### src/rtl/sipo_pkg.sv
// Shared types and helpers for the serial-in parallel-out receive stage.
package sipo_pkg;

    // Word-assembly state: IDLE between words, SHIFT while a partial word is held.
    typedef enum logic {
        IDLE  = 1'b0,
        SHIFT = 1'b1
    } state_t;

    // Bit-counter width able to represent 0..width.
    function automatic int cnt_width(input int width);
        return $clog2(width + 1);
    endfunction

endpackage

### src/rtl/sipo_hold_reg.sv
// One-word holding register with valid/ready output handshake and sticky overflow.
module sipo_hold_reg #(
    parameter int WIDTH = 4
) (
    input  logic             clock,
    input  logic             rst,
    input  logic             i_load,
    input  logic [WIDTH-1:0] i_word,
    input  logic             i_ready,
    input  logic             i_clear,
    output logic [WIDTH-1:0] o_dout,
    output logic             o_valid,
    output logic             o_overflow
);

    logic [WIDTH-1:0] r_dout;
    logic             r_valid;
    logic             r_overflow;
    logic             w_xfer;

    // A transfer frees the slot on the same edge, so a completing word can replace it.
    assign w_xfer = r_valid && i_ready;

    // Load a completed word, retire a consumed one, or record a dropped word.
    always_ff @(posedge clock or negedge rst) begin
        if (!rst) begin
            r_dout     <= '0;
            r_valid    <= 1'b0;
            r_overflow <= 1'b0;
        end else begin
            if (i_load) begin
                if (!r_valid || w_xfer) begin
                    r_dout  <= i_word;
                    r_valid <= 1'b1;
                end else begin
                    r_overflow <= 1'b1;
                end
            end else if (w_xfer) begin
                r_valid <= 1'b0;
            end
            if (i_clear) begin
                r_overflow <= 1'b0;
            end
        end
    end

    assign o_dout     = r_dout;
    assign o_valid    = r_valid;
    assign o_overflow = r_overflow;

endmodule

### src/rtl/sipo_deserializer.sv
// Serial-in parallel-out receiver: assembles WIDTH strobed bits into a word and
// hands it to a one-word holding register with a valid/ready output.
module sipo_deserializer
    import sipo_pkg::*;
#(
    parameter int WIDTH     = 4,
    parameter int MSB_FIRST = 1
) (
    input  logic             clock,
    input  logic             rst,
    input  logic             sin,
    input  logic             sin_valid,
    input  logic             clear,
    output logic [WIDTH-1:0] dout,
    output logic             dout_valid,
    input  logic             dout_ready,
    output logic             busy,
    output logic             overflow
);

    localparam int CW = cnt_width(WIDTH);

    state_t           r_state;
    logic [CW-1:0]    r_cnt;
    logic [WIDTH-1:0] r_sreg;
    logic [WIDTH-1:0] w_sreg_next;
    logic [CW-1:0]    w_cnt_next;
    logic             w_done;

    // Shift direction decides which end of the word the first bit reaches.
    generate
        if (MSB_FIRST != 0) begin : g_msb_first
            assign w_sreg_next = {r_sreg[WIDTH-2:0], sin};
        end else begin : g_lsb_first
            assign w_sreg_next = {sin, r_sreg[WIDTH-1:1]};
        end
    endgenerate

    // Count including the bit sampled on this edge; completion when it reaches WIDTH.
    assign w_cnt_next = (r_state == IDLE) ? CW'(1) : (r_cnt + CW'(1));
    assign w_done     = sin_valid && !clear && (w_cnt_next == CW'(WIDTH));

    // Word-assembly FSM: clear aborts, a strobed bit shifts in, the last bit completes.
    always_ff @(posedge clock or negedge rst) begin
        if (!rst) begin
            r_state <= IDLE;
            r_cnt   <= '0;
            r_sreg  <= '0;
        end else if (clear) begin
            r_state <= IDLE;
            r_cnt   <= '0;
        end else if (sin_valid) begin
            r_sreg <= w_sreg_next;
            if (w_done) begin
                r_state <= IDLE;
                r_cnt   <= '0;
            end else begin
                r_state <= SHIFT;
                r_cnt   <= w_cnt_next;
            end
        end
    end

    assign busy = (r_state == SHIFT);

    sipo_hold_reg #(
        .WIDTH (WIDTH)
    ) u_hold (
        .clock      (clock),
        .rst        (rst),
        .i_load     (w_done),
        .i_word     (w_sreg_next),
        .i_ready    (dout_ready),
        .i_clear    (clear),
        .o_dout     (dout),
        .o_valid    (dout_valid),
        .o_overflow (overflow)
    );

endmodule

### config.mk
export PLATFORM = sky130hd
export DESIGN_NAME = sipo_deserializer
export DESIGN_NICKNAME = d
export VERILOG_FILES = /design/src/rtl/sipo_pkg.sv /design/src/rtl/sipo_hold_reg.sv /design/src/rtl/sipo_deserializer.sv
export SDC_FILE = /design/constraint.sdc
export NUM_CORES = 1
export LEC_CHECK = 0
export CAP_MARGIN = 15
export CORE_AREA = 3 3 40 42
export CTS_CLUSTER_DIAMETER = 200
export DETAILED_ROUTE_END_ITERATION = 12
export DIE_AREA = 0 0 43 45
export PLACE_DENSITY = 0.79
export SLEW_MARGIN = 20
export SYNTH_ARGS = -nofsm -noshare
export SYNTH_HDL_FRONTEND = slang
export SYNTH_SLANG_ARGS = --single-unit
### constraint.sdc
create_clock -name clock -period 3.9 [get_ports clock]
set_input_delay 1.17 -clock clock [delete_from_list [all_inputs] [get_ports clock]]
set_output_delay 1.17 -clock clock [all_outputs]
set_load 0.01 [all_outputs]
### Wiring by layer

Drawn at 12 px/um. Only two layers are drawn.
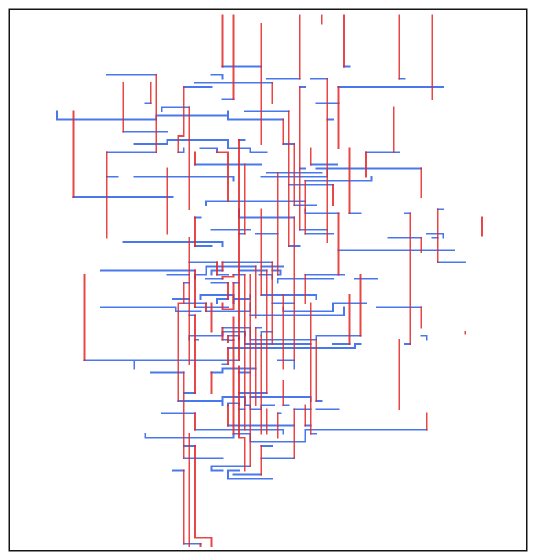
legend:
  red:
    layer: met2
    wire_length: 474 um
  blue:
    layer: met1
    wire_length: 458 um
Via Count: 401
WL/cell: 12.6 um
GRT Util Overall: 10.8%
Post-Route WL: 959 um

==> results.py <==
# Generated from Yosys and OpenROAD reports
metrics = {
    "placement": {
        "io_buffers": 12,
        "place.gp.congestion": 0.728,
    },
    "clock_network": {
        "htree_num_levels": 1,
        "cts.reportedPaths.clkPinSlew_ps": 80,
        "cts_tree": "yes",
        "ctsResizeCount": 0,
    },
    "setup_path": {
        "crit_required_ps": 4050,
        "cp_slowest_cell": "clkdlybuf4s50_1",
        "slowest_delay_ps": 640,
        "cp.arrival_ps": 2790,
        "crit_chain": "clkdlybuf4s50_1 -> nand2b_1 -> nor4_4 -> mux2_2",
        "cp_num_buf_inv": 1,
    },
    "die": {
        "fp.dieW_um": 43,
        "dieHeight_um": 45,
        "fp_util_pct": 46.1,
        "core-area_mm2": 0.00128,
    },
    "logic_synthesis": {
        "synth-simple-area-share_pct": 19.7,
        "yosysMostFrequentCell": "dfrtp_1",
        "synth-xor-area-share_pct": 1.48,
        "synth_top_flop_cell": "dfrtp_1",
        "ys_warn_count": 0,
        "ys_sh_mux_pct": 13.3,
        "ys_top_logic_family": "simple AND/OR/NAND/NOR gates",
        "ys_seq_elements": 13,
        "top_cell_area_share_pct": 55.0,
        "yosysTopAreaCell": "dfrtp_1",
        "top_cells_by_count": "13 x dfrtp_1, 7 x mux2_2, 3 x nor2_1",
        "synth.distinct_cells": 22,
        "enable_flop_cells": 0,
        "yosys_area_um2": 592,
    },
    "cells_and_area": {
        "clk_share_pct": 3.49,
        "fill_cells": 108,
        "comb_share_pct": 34.3,
        "clockBufferCount": 4,
    },
    "global_route": {
        "antenna_found_initial": 0,
        "grt_pass1_vias": 391,
        "grt_max_degree": 14,
    },
    "power_and_ir_drop": {
        "power_w": 0.000262,
        "p_leak_nw": 0.321,
    },
    "final_timing": {
        "timing.final.crit_period_ps": 2640,
        "slew_violations": 0,
        "rsz0062_at_grt": "false",
        "setup_viol": 0,
        "skew_ps": 6.06,
    },
    "routing": {
        "vias_per_cell": 5.28,
        "drc": 0,
        "antenna_left": 0,
    },
    "run": {
        "tool_warnings": 26,
    },
    "status": {
        "outcome": "finished clean",
    },
}
### Drive-strength map

Drawn at 12 px/um.
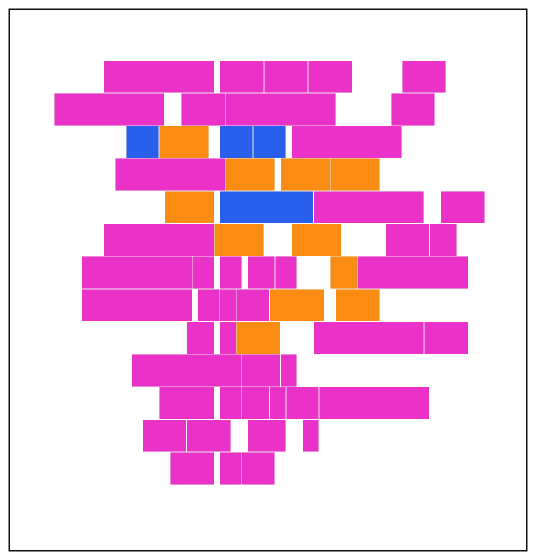
legend:
  orange:
    size: drive 2
    cells: 11
    share: 18%
  blue:
    size: drive 3 to 4
    cells: 4
    share: 6.6%
  magenta:
    size: drive 1 or less
    cells: 46
    share: 75%
Syn-to-layout area delta: 27.1%
fin area: 752 um2
Non-CTS buffers: 12
setup ws final: 1260 ps

power breakdown:
group           total, W  internal (W)  switching, W
clock network  0.0000816     0.0000395     0.0000421
logic          0.0000288     0.0000164     0.0000124
registers       0.000151      0.000145    0.00000658
layout by cell type (no fill, tap or decap), types with 2 or more instances in the layout:
cell type	instances
clkbuf_4	3
nor2_1	3
mux2_2	7
dfrtp_1	13
nor2b_1	2
nand2b_1	2
nand3_1	2
clkdlybuf4s50_1	12
a21oi_1	2
path summary, 6_finish.rpt:
path	slack (ps)	startpoint	to	depth (start not counted)
max	1260	sin_valid	u_hold.o_dout[0]	4
min	510	r_sreg[2]	r_sreg[2]	1
max reg2reg	1930	r_cnt[0]	u_hold.o_dout[0]	4
min reg2reg	510	r_sreg[2]	r_sreg[2]	1
max in group asynchronous	2260	rst	r_sreg[1]	1
min in group asynchronous	1260	rst	u_hold.o_valid	1
sequential cells by signal, summed over array words and instances (netlist names):
register / count
u_hold.o_valid: 1
u_hold.o_dout: 4
r_cnt: 3
busy: 1
r_sreg: 3
u_hold.o_overflow: 1
per-layer routing:
layer	vias up	GRT usage, %
met4	0	3.01
met2	9	18.3
met1	196	14.0
li1	196	-
met3	0	2.79
met5	-	0
through the flow:
step	instance area, um2	hold slack [ps]	instances	utilization, %	setup WS, ps
5_1_grt	752	528	76	58.5	1200
4_1_cts	752	510	76	58.5	1290
6_report	752	510	76	58.5	1260
2_1_floorplan	592	474	46	-	1630
3_3_place_gp	726	489	72	56.5	1050
3_5_place_dp	726	493	72	56.5	1020
logic make-up after synthesis:
| logic type | count (synthesis) |
|---|---|
| xor+xnor | 1 |
| buf+inv | 2 |
| fa+ha+maj | 1 |
| compound gates | 6 |
| simple gates | 16 |
| flops | 13 |
| mux | 7 |
Power figures rest on the tool's default switching activity, not on a simulated workload.
